==> images/gates.png <==
Drawn at 3 px/um.
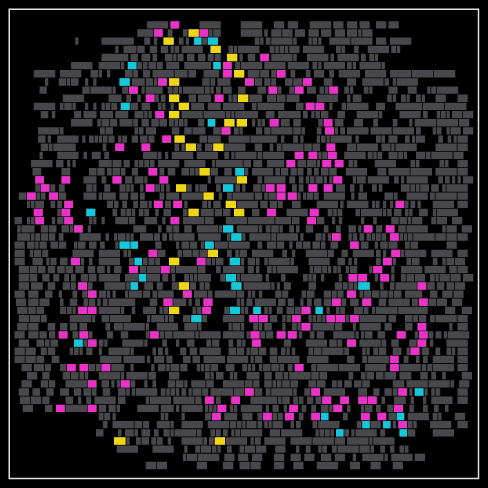
==> images/congestion_map.png <==
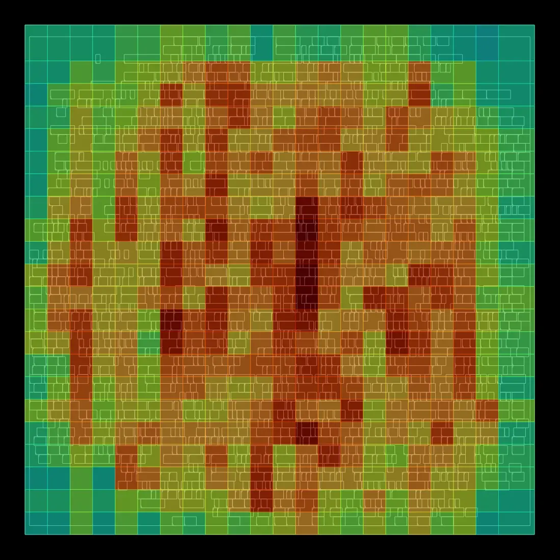
==> images/m1.png <==
Drawn at 2 px/um. Supply wires on this layer in gray.
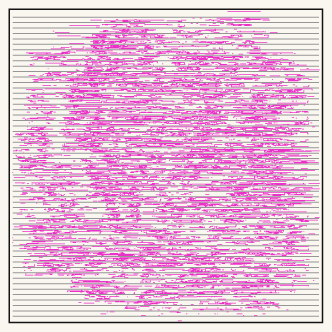
==> images/layers.png <==
Drawn at 2 px/um. Two of the layers only.
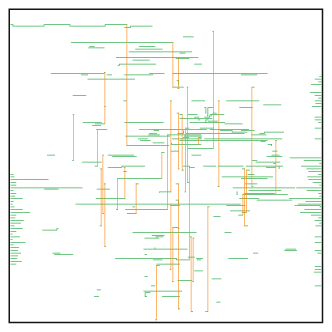
==> images/closeup.png <==
Window x 63 to 93, y 94 to 124 um. Cells in gray, sequential cells in the stronger gray; small squares are vias.
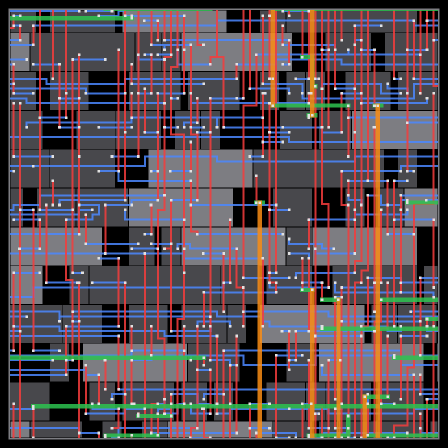
## config.mk

```make
export PLATFORM = sky130hd
export DESIGN_NAME = iterative_divider
export DESIGN_NICKNAME = d
export VERILOG_FILES = /design/src/rtl/iterative_divider.sv
export SDC_FILE = /design/constraint.sdc
export NUM_CORES = 1
export LEC_CHECK = 0
export CORE_MARGIN = 1
export CORE_UTILIZATION = 52
export CTS_CLUSTER_DIAMETER = 200
export CTS_CLUSTER_SIZE = 40
export DETAILED_ROUTE_END_ITERATION = 10
export HOLD_SLACK_MARGIN = 0.1
export PLACE_DENSITY = 0.77
export SLEW_MARGIN = 0
export SYNTH_ARGS = -nofsm -noshare
export SYNTH_HDL_FRONTEND = slang
export SYNTH_SLANG_ARGS = --single-unit
```

## constraint.sdc

```tcl
create_clock -name clk -period 3 [get_ports clk]
set_input_delay 0.75 -clock clk [delete_from_list [all_inputs] [get_ports clk]]
set_output_delay 0.75 -clock clk [all_outputs]
set_load 0.02 [all_outputs]
```

## src/rtl/iterative_divider.sv

```systemverilog
// Iterative restoring divider for RISC-V DIV/DIVU/REM/REMU.
// Operands are captured on start. Each CALC cycle retires one quotient bit.
// A single FIX cycle applies the sign correction and the divide-by-zero and
// signed-overflow results, then pulses done. Latency is fixed for all operands.
module iterative_divider #(
   parameter int dataWidth  = 32,
   parameter int countWidth = 6
) (
   input  logic                 clk,
   input  logic                 reset,
   input  logic                 start,
   input  logic                 signedOp,
   input  logic [dataWidth-1:0] dividend,
   input  logic [dataWidth-1:0] divisor,
   output logic                 busy,
   output logic                 done,
   output logic [dataWidth-1:0] quotient,
   output logic [dataWidth-1:0] remainder,
   output logic                 divByZero
);

   localparam logic [countWidth-1:0] COUNT_INIT = countWidth'(dataWidth);
   localparam logic [countWidth-1:0] COUNT_ONE  = countWidth'(1);
   localparam logic [dataWidth-1:0]  MIN_SIGNED = {1'b1, {(dataWidth-1){1'b0}}};
   localparam logic [dataWidth-1:0]  ALL_ONES   = {dataWidth{1'b1}};

   typedef enum logic [1:0] {
      IDLE,
      CALC,
      FIX
   } state_t;

   // Two's-complement magnitude, taken only for signed operations.
   function automatic logic [dataWidth-1:0] magnitude(
      input logic [dataWidth-1:0] value,
      input logic                 is_signed
   );
      if (is_signed && value[dataWidth-1]) begin
         return -value;
      end
      return value;
   endfunction

   state_t                state_q, state_d;
   logic [countWidth-1:0] count_q, count_d;
   logic [dataWidth-1:0]  rem_q, rem_d;
   logic [dataWidth-1:0]  quo_q, quo_d;
   logic [dataWidth-1:0]  div_q, div_d;
   logic [dataWidth-1:0]  orig_dvd_q, orig_dvd_d;
   logic                  neg_quo_q, neg_quo_d;
   logic                  neg_rem_q, neg_rem_d;
   logic                  zero_div_q, zero_div_d;
   logic                  overflow_q, overflow_d;
   logic [dataWidth-1:0]  quotient_q, quotient_d;
   logic [dataWidth-1:0]  remainder_q, remainder_d;
   logic                  div_by_zero_q, div_by_zero_d;
   logic                  done_q, done_d;

   logic [dataWidth:0]    rem_shift;
   logic [dataWidth-1:0]  rem_trial;
   logic                  step_fits;
   logic [dataWidth-1:0]  quo_shift;
   logic [dataWidth-1:0]  quo_signed;
   logic [dataWidth-1:0]  rem_signed;

   // One restoring step: shift the next dividend bit into the partial
   // remainder and trial-subtract the divisor magnitude.
   always_comb begin
      rem_shift = {rem_q, quo_q[dataWidth-1]};
      quo_shift = {quo_q[dataWidth-2:0], 1'b0};
      step_fits = (rem_shift >= {1'b0, div_q});
      rem_trial = rem_shift[dataWidth-1:0] - div_q;
   end

   // Sign correction of the magnitude result, used in the FIX cycle.
   always_comb begin
      quo_signed = neg_quo_q ? -quo_q : quo_q;
      rem_signed = neg_rem_q ? -rem_q : rem_q;
   end

   // Next-state and datapath control for the IDLE/CALC/FIX sequence.
   always_comb begin
      state_d       = state_q;
      count_d       = count_q;
      rem_d         = rem_q;
      quo_d         = quo_q;
      div_d         = div_q;
      orig_dvd_d    = orig_dvd_q;
      neg_quo_d     = neg_quo_q;
      neg_rem_d     = neg_rem_q;
      zero_div_d    = zero_div_q;
      overflow_d    = overflow_q;
      quotient_d    = quotient_q;
      remainder_d   = remainder_q;
      div_by_zero_d = div_by_zero_q;
      done_d        = 1'b0;

      unique case (state_q)
         IDLE: begin
            if (start) begin
               state_d    = CALC;
               count_d    = COUNT_INIT;
               rem_d      = '0;
               quo_d      = magnitude(dividend, signedOp);
               div_d      = magnitude(divisor, signedOp);
               orig_dvd_d = dividend;
               neg_quo_d  = signedOp & (dividend[dataWidth-1] ^ divisor[dataWidth-1]);
               neg_rem_d  = signedOp & dividend[dataWidth-1];
               zero_div_d = (divisor == '0);
               overflow_d = signedOp && (dividend == MIN_SIGNED) && (divisor == ALL_ONES);
            end
         end

         CALC: begin
            if (step_fits) begin
               rem_d = rem_trial;
               quo_d = quo_shift | {{(dataWidth-1){1'b0}}, 1'b1};
            end else begin
               rem_d = rem_shift[dataWidth-1:0];
               quo_d = quo_shift;
            end
            count_d = count_q - COUNT_ONE;
            if (count_q == COUNT_ONE) begin
               state_d = FIX;
            end
         end

         FIX: begin
            if (zero_div_q) begin
               quotient_d    = ALL_ONES;
               remainder_d   = orig_dvd_q;
               div_by_zero_d = 1'b1;
            end else if (overflow_q) begin
               quotient_d    = MIN_SIGNED;
               remainder_d   = '0;
               div_by_zero_d = 1'b0;
            end else begin
               quotient_d    = quo_signed;
               remainder_d   = rem_signed;
               div_by_zero_d = 1'b0;
            end
            done_d  = 1'b1;
            state_d = IDLE;
         end

         default: begin
            state_d = IDLE;
         end
      endcase
   end

   // State and result registers with synchronous reset; reset also aborts
   // an operation in flight without issuing done.
   always_ff @(posedge clk) begin
      if (reset) begin
         state_q       <= IDLE;
         count_q       <= '0;
         rem_q         <= '0;
         quo_q         <= '0;
         div_q         <= '0;
         orig_dvd_q    <= '0;
         neg_quo_q     <= 1'b0;
         neg_rem_q     <= 1'b0;
         zero_div_q    <= 1'b0;
         overflow_q    <= 1'b0;
         quotient_q    <= '0;
         remainder_q   <= '0;
         div_by_zero_q <= 1'b0;
         done_q        <= 1'b0;
      end else begin
         state_q       <= state_d;
         count_q       <= count_d;
         rem_q         <= rem_d;
         quo_q         <= quo_d;
         div_q         <= div_d;
         orig_dvd_q    <= orig_dvd_d;
         neg_quo_q     <= neg_quo_d;
         neg_rem_q     <= neg_rem_d;
         zero_div_q    <= zero_div_d;
         overflow_q    <= overflow_d;
         quotient_q    <= quotient_d;
         remainder_q   <= remainder_d;
         div_by_zero_q <= div_by_zero_d;
         done_q        <= done_d;
      end
   end

   // busy covers CALC and FIX, so it is already low in the done cycle.
   always_comb begin
      busy      = (state_q != IDLE);
      done      = done_q;
      quotient  = quotient_q;
      remainder = remainder_q;
      divByZero = div_by_zero_q;
   end

endmodule

```

==> impl_metrics.yaml <==
# implementation run metrics
min_path:
  min_to: "orig_dvd_q[23]"
  min_path_type: "flop to flop"
  min-delay-start: "orig_dvd_q[23]"
  hold_path_depth: 2
grt:
  grt_overflow: 0
  grt_pass1_vias: 11500
  grt_pass1_wl_mm: 58.7
final_timing:
  slew_violations: 0
  setup-violations-final: 0
  skew_ns: 0.0596
  max_freq_ghz: 0.344
critical_path:
  r2r_setup_slack_ns: 0.09
  critPathLaunchType: "flop"
  reg2reg_depth: 14
yosys:
  syn-cell-area_um2: 12300
  floorplan.nets: 1693
  synth_flops: 206
  synth-edff-count: 0
  ys_sh_xor_pct: 10.2
  top_area_share_pct: 33.5
  synthArstFlopShare_pct: 0
  synthCells: 1585
cts:
  clockBufferDepth: 3
  cts_num_sinks: 206
  htree_levels: 1
  ctsRootBufferMaster: "clkbuf_16"
  clk_latency_ns: 0.49
  hold_buffers: 0
run_status:
  outcome: "finished clean"
routing:
  routed_wl_mm: 36.5
  post-route-drc-count: 0
placement:
  globalplace.congestion: 0.947
finish:
  n_fill_cell: 2000
die:
  fp_util_pct: 53.7
job:
  warnings: 29
  drv_cap: 0
Back to the opening pictures, gates.png:
[xor and xnor cells] magenta | cells: 143 | most used: xnor2_1 | where: spread over the die
[non-inverting ao/oa cells] cyan | cells: 34 | most used: a21o_1
[mux cells] yellow | cells: 28 | most used: mux2i_1

Back to the opening pictures, congestion_map.png:
global routing's busiest layer: met2
GRT Util Overall: 29.8%
utilization after layout: 66.0%
M3 GR Usage: 2.94%
GR met1 Demand/Resource: 38.5%

Back to the opening pictures, m1.png:
longest straight run: 45.3 um
wire length on this layer: 15,500 um
main direction: horizontal
share of all routed wire: 42%

Back to the opening pictures, layers.png:
[M3] green | wire length: 2,110 um
[M4] orange | wire length: 1,080 um

Back to the opening pictures, closeup.png:
[M3] green
[M2] red
[M4] orange
[M1] blue
netlist names of flops here include: rem_q (7), orig_dvd_q (4)
sequential cells in the window: 11
cells with their middle in the window: 71
most frequent: dfxtp_1 (10), nand2_1 (9), buf_4 (8)

[metal layers]
layer | GRT usage (%) | wire length [um] | part of all wire, %
met5 | 0 | 0 | 0
met3 | 2.94 | 2110 | 5.8
met1 | 38.5 | 15500 | 42
met4 | 9.43 | 1080 | 3.0
met2 | 52.0 | 17800 | 49
[layout by cell type, fill, tap and decap left out, drive strengths merged, types with 13 or more instances in the layout]
cell	instances
nor2	159
a22oi	29
dfxtp	206
a221oi	33
buf	139
or4	17
nor4	13
ha	39
nand2	200
o31ai	31
xnor2	72
o21ai	109
nor3	76
xor2	71
clkdlybuf4s50	133
o41ai	13
mux2i	27
a21oi	123
nand4	25
a211oi	34
inv	58
[final cells by class]
cell class | instances | area (um^2) | area share (%)
clock inverter | 1 | 30.0 | 0.198
multi-input combinational | 1220 | 7720 | 51.0
clock buffer | 9 | 225 | 1.49
sequential | 206 | 4130 | 27.3
timing repair buffer | 273 | 2420 | 16.0
inverter | 58 | 218 | 1.44
tap | 313 | 392 | 2.59
[critical path: stages (launching register included)]
cell	delay, ns
dfxtp_1	0.35
inv_1	0.10
ha_1	0.18
inv_1	0.06
fa_1	0.38
a21o_1	0.20
buf_4	0.14
a221o_1	0.34
o211ai_1	0.19
buf_4	0.17
a21oi_2	0.11
a311oi_2	0.24
xnor2_1	0.14
mux2i_1	0.09
o21ai_0	0.15
[power by group]
group / switching, W / internal (W) / leakage [nW]
clock: 0.000885 / 0.000567 / 0.122
sequential: 0.000153 / 0.00289 / 1.68
combinational: 0.00121 / 0.000949 / 3.86
total: 0.00225 / 0.00440 / 5.67
[sequential cells by signal, summed over array words and instances, names as in the netlist, 2 cells and up]
signal,flops
orig_dvd_q,32
count_q,6
div_q,32
remainder,32
quotient,32
quo_q,32
rem_q,32
state_q,2
[repair_timing]
action	CTS	global route
endpoints found under the setup margin	19	37
gates cloned	0	1
buffers inserted	2	4
resized	1	27
pin swaps	1	6
hold endpoints to repair	0	0
[through the flow]
step                util (%)  setup WS (ns)  instance area, um^2  setup TNS (ns)  power [W]
floorplan                  -          0.215                12300               0    0.00441
global placement        64.2         -0.303                14700           -2.62    0.00507
detailed placement      64.2         -0.349                14700           -3.45    0.00511
CTS                     65.4        0.00418                15000               0    0.00655
global route            66.0        -0.0274                15100         -0.0818    0.00698
finish                  66.0         0.0909                15100               0    0.00665
[worst max-delay path by stage]
stage                     start   endpoint  slack [ns]  cells past startpoint
CTS                   quo_q[31]  rem_q[26]       0.004                     13
detailed placement  divisor[10]  div_q[26]       -0.35                      9
finish                quo_q[31]  rem_q[26]        0.09                     14
floorplan              rem_q[7]  rem_q[28]        0.22                     11
global route          quo_q[31]  rem_q[26]       -0.03                     14
global placement    divisor[10]  div_q[26]       -0.30                      9
[cell families (layout without fill, tap and decap cells)]
logic type	Yosys count	after routing
buf+inv	159	341
fa+ha+maj	40	40
flops	206	206
xor+xnor	143	143
mux	28	28
simple gates	560	560
compound gates	449	449
Power figures rest on the tool's default switching activity, not on a simulated workload.
